--- src/rtl/interrupt_sequencer_pkg.sv ---
// Shared encodings for the interrupt sequencer: FSM states, vector codes,
// source bit positions and the priority/one-hot helpers.
package interrupt_pkg;

  localparam logic [1:0] ST_IDLE    = 2'b00;
  localparam logic [1:0] ST_PRESENT = 2'b01;
  localparam logic [1:0] ST_CLEAR   = 2'b10;
  localparam logic [1:0] ST_HOLDOFF = 2'b11;

  localparam int unsigned SRC_REC  = 0;
  localparam int unsigned SRC_TRA  = 1;
  localparam int unsigned SRC_STAT = 2;
  localparam int unsigned NUM_SRC  = 3;

  typedef logic [1:0]         irq_vec_t;
  typedef logic [NUM_SRC-1:0] src_mask_t;

  localparam irq_vec_t VEC_REC  = 2'b00;
  localparam irq_vec_t VEC_TRA  = 2'b01;
  localparam irq_vec_t VEC_STAT = 2'b10;
  localparam irq_vec_t VEC_NONE = 2'b11;

  // Fixed priority: rec beats tra beats stat.
  function automatic irq_vec_t prio_vec(input src_mask_t pend);
    if (pend[SRC_REC])       return VEC_REC;
    else if (pend[SRC_TRA])  return VEC_TRA;
    else if (pend[SRC_STAT]) return VEC_STAT;
    return VEC_NONE;
  endfunction

  function automatic src_mask_t vec_mask(input irq_vec_t vec);
    case (vec)
      VEC_REC:  return 3'b001;
      VEC_TRA:  return 3'b010;
      VEC_STAT: return 3'b100;
      default:  return 3'b000;
    endcase
  endfunction

endpackage

--- src/rtl/interrupt_sequencer_if.sv ---
// Bus between the interrupt unit / CPU (master) and the sequencer (slave).
interface interrupt_sequencer_if;
  logic       set_strobe;
  logic       set_rec;
  logic       set_tra;
  logic       set_stat;
  logic       ien_wr;
  logic [2:0] ien_wdata;
  logic       ack;
  logic [2:0] ienable;
  logic [2:0] irqstd;
  logic       irq;
  logic [1:0] irq_vec;

  modport master (
    output set_strobe, set_rec, set_tra, set_stat, ien_wr, ien_wdata, ack,
    input  ienable, irqstd, irq, irq_vec
  );

  modport slave (
    input  set_strobe, set_rec, set_tra, set_stat, ien_wr, ien_wdata, ack,
    output ienable, irqstd, irq, irq_vec
  );
endinterface

--- src/rtl/interrupt_sequencer_holdoff.sv ---
// irq_holdoff_timer: 4-bit down-counter with load; done while the count is zero.
module irq_holdoff_timer (
  input  logic       clock,
  input  logic       reset,
  input  logic       load_i,
  input  logic [3:0] load_val_i,
  output logic       done_o
);

  logic [3:0] count_q, count_d;

  always_comb begin
    count_d = count_q;
    if (load_i)
      count_d = load_val_i;
    else if (count_q != 4'd0)
      count_d = count_q - 4'd1;
  end

  always_ff @(posedge clock) begin
    if (!reset) count_q <= 4'd0;
    else        count_q <= count_d;
  end

  assign done_o = (count_q == 4'd0);

endmodule

--- src/rtl/interrupt_sequencer.sv ---
// Interrupt sequencer: pending/enable registers and a present/ack FSM.
// Optional post-ack hold-off is built when IRQ_HOLDOFF_EN is defined.
module interrupt_sequencer
  import interrupt_pkg::*;
#(
  parameter int unsigned HOLDOFF_CYCLES = 8
) (
  input  logic                  clock,
  input  logic                  reset,
  interrupt_sequencer_if.slave  bus
);

  if (HOLDOFF_CYCLES < 1 || HOLDOFF_CYCLES > 15) begin : g_bad_holdoff
    $error("HOLDOFF_CYCLES must lie in 1..15");
  end

  logic [1:0] state_q, state_d;
  src_mask_t  ienable_q, ienable_d;
  src_mask_t  irqstd_q, irqstd_d;
  irq_vec_t   vec_q, vec_d;

  src_mask_t  wr_mask;
  src_mask_t  set_bits;
  src_mask_t  clr_bits;
  src_mask_t  visible;
  logic       cancel;

`ifdef IRQ_HOLDOFF_EN
  localparam logic [3:0] HOLD_LOAD = 4'(HOLDOFF_CYCLES - 1);
  logic hold_load;
  logic hold_done;

  irq_holdoff_timer u_holdoff (
    .clock      (clock),
    .reset      (reset),
    .load_i     (hold_load),
    .load_val_i (HOLD_LOAD),
    .done_o     (hold_done)
  );
`endif

  // An enable write masks pending bits on the same edge; a new set beats the
  // CLEAR-state clear of the same bit.
  always_comb begin
    wr_mask   = bus.ien_wr ? bus.ien_wdata : 3'b111;
    set_bits  = bus.set_strobe
              ? ({bus.set_stat, bus.set_tra, bus.set_rec} & ienable_q) : 3'b000;
    clr_bits  = (state_q == ST_CLEAR) ? vec_mask(vec_q) : 3'b000;
    irqstd_d  = ((irqstd_q & ~clr_bits) | set_bits) & wr_mask;
    ienable_d = bus.ien_wr ? bus.ien_wdata : ienable_q;
    visible   = irqstd_q & wr_mask;
    cancel    = bus.ien_wr && ((bus.ien_wdata & vec_mask(vec_q)) == 3'b000);
  end

  // NOTE: every combinational output gets a default before the case so no
  // path leaves it unassigned and no latch is inferred.
  always_comb begin
    state_d   = state_q;
    vec_d     = vec_q;
`ifdef IRQ_HOLDOFF_EN
    hold_load = 1'b0;
`endif
    case (state_q)
      ST_IDLE: begin
        if (visible != 3'b000) begin
          vec_d   = prio_vec(visible);
          state_d = ST_PRESENT;
        end
      end
      ST_PRESENT: begin
        if (cancel)
          state_d = ST_IDLE;
        else if (bus.ack)
          state_d = ST_CLEAR;
      end
      ST_CLEAR: begin
`ifdef IRQ_HOLDOFF_EN
        hold_load = 1'b1;
        state_d   = ST_HOLDOFF;
`else
        state_d   = ST_IDLE;
`endif
      end
`ifdef IRQ_HOLDOFF_EN
      ST_HOLDOFF: begin
        if (hold_done)
          state_d = ST_IDLE;
      end
`endif
      default: state_d = ST_IDLE;
    endcase
  end

  // NOTE: sequential state uses non-blocking assignments so every register
  // samples pre-edge values regardless of statement order.
  always_ff @(posedge clock) begin
    if (!reset) begin
      state_q   <= ST_IDLE;
      ienable_q <= 3'b000;
      irqstd_q  <= 3'b000;
      vec_q     <= VEC_NONE;
    end else begin
      state_q   <= state_d;
      ienable_q <= ienable_d;
      irqstd_q  <= irqstd_d;
      vec_q     <= vec_d;
    end
  end

  assign bus.ienable = ienable_q;
  assign bus.irqstd  = irqstd_q;
  assign bus.irq     = (state_q == ST_PRESENT);
  assign bus.irq_vec = (state_q == ST_PRESENT) ? vec_q : VEC_NONE;

endmodule

--- src/flat_wrapper.sv ---
// flat-port wrapper written by rule: the top's interface ports become plain ports
module interrupt_sequencer_flat import interrupt_pkg::*;
#(
  parameter int unsigned HOLDOFF_CYCLES = 8
)
  (clock, reset, bus_set_strobe, bus_set_rec, bus_set_tra, bus_set_stat, bus_ien_wr, bus_ien_wdata, bus_ack, bus_ienable, bus_irqstd, bus_irq, bus_irq_vec);
  interrupt_sequencer_if bus_i ();
  input  logic clock;
  input  logic reset;
  input wire logic [$bits(bus_i.set_strobe)-1:0] bus_set_strobe;
  input wire logic [$bits(bus_i.set_rec)-1:0] bus_set_rec;
  input wire logic [$bits(bus_i.set_tra)-1:0] bus_set_tra;
  input wire logic [$bits(bus_i.set_stat)-1:0] bus_set_stat;
  input wire logic [$bits(bus_i.ien_wr)-1:0] bus_ien_wr;
  input wire logic [$bits(bus_i.ien_wdata)-1:0] bus_ien_wdata;
  input wire logic [$bits(bus_i.ack)-1:0] bus_ack;
  output wire logic [$bits(bus_i.ienable)-1:0] bus_ienable;
  output wire logic [$bits(bus_i.irqstd)-1:0] bus_irqstd;
  output wire logic [$bits(bus_i.irq)-1:0] bus_irq;
  output wire logic [$bits(bus_i.irq_vec)-1:0] bus_irq_vec;
  assign bus_i.set_strobe = bus_set_strobe;
  assign bus_i.set_rec = bus_set_rec;
  assign bus_i.set_tra = bus_set_tra;
  assign bus_i.set_stat = bus_set_stat;
  assign bus_i.ien_wr = bus_ien_wr;
  assign bus_i.ien_wdata = bus_ien_wdata;
  assign bus_i.ack = bus_ack;
  assign bus_ienable = bus_i.ienable;
  assign bus_irqstd = bus_i.irqstd;
  assign bus_irq = bus_i.irq;
  assign bus_irq_vec = bus_i.irq_vec;
  interrupt_sequencer #(.HOLDOFF_CYCLES(HOLDOFF_CYCLES)) u_core (.clock(clock), .reset(reset), .bus(bus_i));
endmodule
--- config.mk ---
export PLATFORM = sky130hd
export DESIGN_NAME = interrupt_sequencer_flat
export DESIGN_NICKNAME = d
export VERILOG_FILES = /design/src/rtl/interrupt_sequencer_pkg.sv /design/src/rtl/interrupt_sequencer_if.sv /design/src/rtl/interrupt_sequencer_holdoff.sv /design/src/rtl/interrupt_sequencer.sv /design/src/flat_wrapper.sv
export SDC_FILE = /design/constraint.sdc
export NUM_CORES = 1
export LEC_CHECK = 0
export CORE_AREA = 2 2 39 41
export CTS_CLUSTER_SIZE = 25
export DETAILED_ROUTE_END_ITERATION = 12
export DIE_AREA = 0 0 41 43
export PLACE_DENSITY = 0.74
export SYNTH_ARGS = -nofsm -noshare
export SYNTH_HDL_FRONTEND = slang
export SYNTH_SLANG_ARGS = --single-unit
--- constraint.sdc ---
create_clock -name clock -period 2.1 [get_ports clock]
set_clock_uncertainty 0.15 [all_clocks]
set_input_delay 0.42 -clock clock [delete_from_list [all_inputs] [get_ports clock]]
set_output_delay 0.42 -clock clock [all_outputs]
set_load 0.005 [all_outputs]
Figure 1. The metal 3 layer.
The bar under the picture is 10 um long.
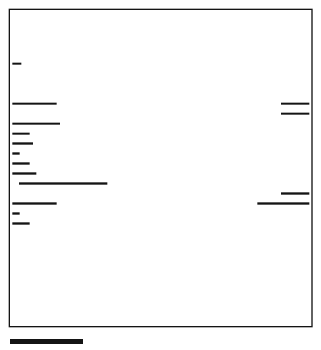
share of all routed wire: 5.6%
wire length on this layer: 61.0 um
main direction: horizontal

==> run_results.csv <==
group,metric,value,unit
status,outcome,"complete, no violations",
clock_tree,cts_sinks,10,
logic_synthesis,yosys_adder_share,0,
global_routing,maximum_number_of_pins_on_one_net_before_global_route_repair,8,
global_routing,grt_most_used_layer,"met2",
logic_synthesis,floorplan.nets,68,
sta,fin_crit,1.98,ns
global_routing,global_route_wire_length_before_repair,1910,um
final_layout,fin_nets,92,
logic_synthesis,ys_seq_elements,10,
final_layout,design.seq.count,10,
power,vdd_ir_drop_max,0.000396,V
setup_path,critPathCaptureType,"output pin",
logic_synthesis,yosys-stat-cells,57,
final_layout,clock_cell_area_share,0.0492,
final_layout,area.share.sequential,0.273,
logic_synthesis,synth_top_flop_cell,"sky130_fd_sc_hd__dfxtp_1",
placed_design,number_of_cells_after_detailed_placement,92,
route,route.detailed.drc,0,
hold_path,whs_endpoint,"u_core.bus.irqstd[0]",
logic_synthesis,simple_gate_area_frac,0.303,
clock_tree,cts-root-to-sink-buffers,2,
clock_tree,clkLatencyLatePin,0.26,ns
hold_path,hold_path.class,"reg2reg",
power,seq-power,0.206,mW
placed_design,dpl-instance-area,699,sq um
final_layout,non_filler_cell_area_final,737,sq um
power,portion_of_total_power_attributed_to_the_clock_network,0.385,
logic_synthesis,count_of_flip_flops_with_a_built_in_enable_after_synthesis,0,
die,tapcells,16,
power,finalPower,0.443,mW
die,die.size.x,41,um
route,drt-met1-wl,540,um
setup_path,wp_data_arrival,1.41,ns
clock_tree,register_clock_pin_slew_on_the_reported_worst_setup_and_hold_paths,0.06,ns
power,power.combinational.total,0.0659,mW
die,num_rows,14,
sta,hold_viol_final,0,
placed_design,gp_routability_congestion,0.865,
route,antenna_left,0,
power,clock_net_power,0.171,mW
job,stage_log_warnings,26,
final_layout,seqCellArea,201,sq um
final_layout,tally_of_filler_cells_in_the_layout,135,
logic_synthesis,yosys-top-cells-count,"sky130_fd_sc_hd__dfxtp_1 (10), sky130_fd_sc_hd__nor2_1 (8), sky130_fd_sc_hd__nand2b_1 (6)",
setup_path,timing.critical_path.from,"u_core.state_q[1]",
sta,setup_repair_after_global_routing_missed_its_margin,"no",
clock_tree,post_cts.resized_instances,0,
hold_path,hold_start,"u_core.bus.ienable[0]",
clock_tree,cts_root_buffer,"sky130_fd_sc_hd__clkbuf_4",
setup_path,cp_cell_sequence,"and2b_2 > nand2b_1 > clkdlybuf4s50_1",
logic_synthesis,synthesis.area_per_instance,8.54,sq um
logic_synthesis,syn-instance-count,57,
sta,finalClockPeriodUsage,0.945,
sta,worst_slack,0.115,ns
global_routing,grtUsageMet1,0.217,
route,routed.top_layer,"met4",
final_layout,combGateArea,270,sq um
route,wl_per_cell,11.4,um
logic_synthesis,synthArstFlopShare,0,
sta,tightestPinTransition,0.280,ns
setup_path,r2r_cells,3,
route,routed_via_density,5.15,
logic_synthesis,top_cell_area_share,0.411,
logic_synthesis,synthXorXnorAreaFrac,0,
clock_tree,cts_tree,"built",
power,power.sequential.fraction,0.466,
setup_path,slowest_stage,"sky130_fd_sc_hd__clkdlybuf4s50_1",
route,detailroute.wirelength.met2,474,um
sta,clock.fmax,504,MHz
logic_synthesis,cell_variety_after_synth,25,
setup_path,worst_r2r_dst,"u_core.bus.irqstd[1]",
setup_path,worstPathMaxFanout,4,
power,power.switching_fraction,0.223,
clock_tree,numCtsBuffers,3,
final_layout,final_util,0.533,
clock_tree,total_setup_buffers_inserted_after_cts,0,
global_routing,groute.layer.met3.usage,0.0471,
power,internal_power,0.344,mW
setup_path,timing.setup.critical_path_class,"reg2out",
logic_synthesis,ys_warn_count,0,
power,pwr-share-comb,0.149,
sta,final-setup-viol-count,0,
logic_synthesis,synth_chip_area,487,sq um
sta,slew_violations,0,
final_layout,area_share_of_buffers_outside_the_clock_network,0.268,
setup_path,capturing_instance_or_port_of_the_critical_path,"bus_irq_vec[1]",
setup_path,critical_path.max_stage_delay,0.49,ns
logic_synthesis,synth.area.mux_share,0.0823,
logic_synthesis,synth_dominant_cell_count,"sky130_fd_sc_hd__dfxtp_1",
setup_path,cp_num_buf_inv,1,
route,initialDrtViolationCount,8,
placed_design,port_buffers,19,
power,cellPowerDensity,601,nW/um^2
logic_synthesis,seq_area_frac_synth,0.411,
logic_synthesis,synth.cellmix.compoundShare,0.170,
placed_design,detailed_place_hpwl,869,um
final_layout,sh_comb_area,0.367,
job,drv_cap,0,
hold_path,hold_depth,2,
die,vert_die_dim,43,um
final_layout,most_frequent_standard_cell_in_the_layout_excluding_fill_and_tap_cells,"sky130_fd_sc_hd__clkdlybuf4s50_1",
logic_synthesis,synthesis.area,487,sq um
Figure 2. Signal wires on met2.
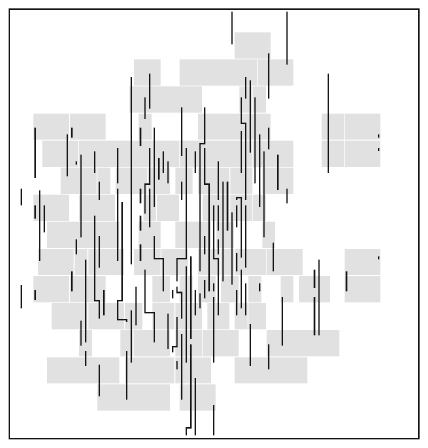
main direction: vertical
share of all routed wire: 43%
total detailed-routing wirelength: 1090 um
Via Count: 494
met2 capacity usage during global routing: 0.219

Power is estimated from default activity; no workload was simulated.
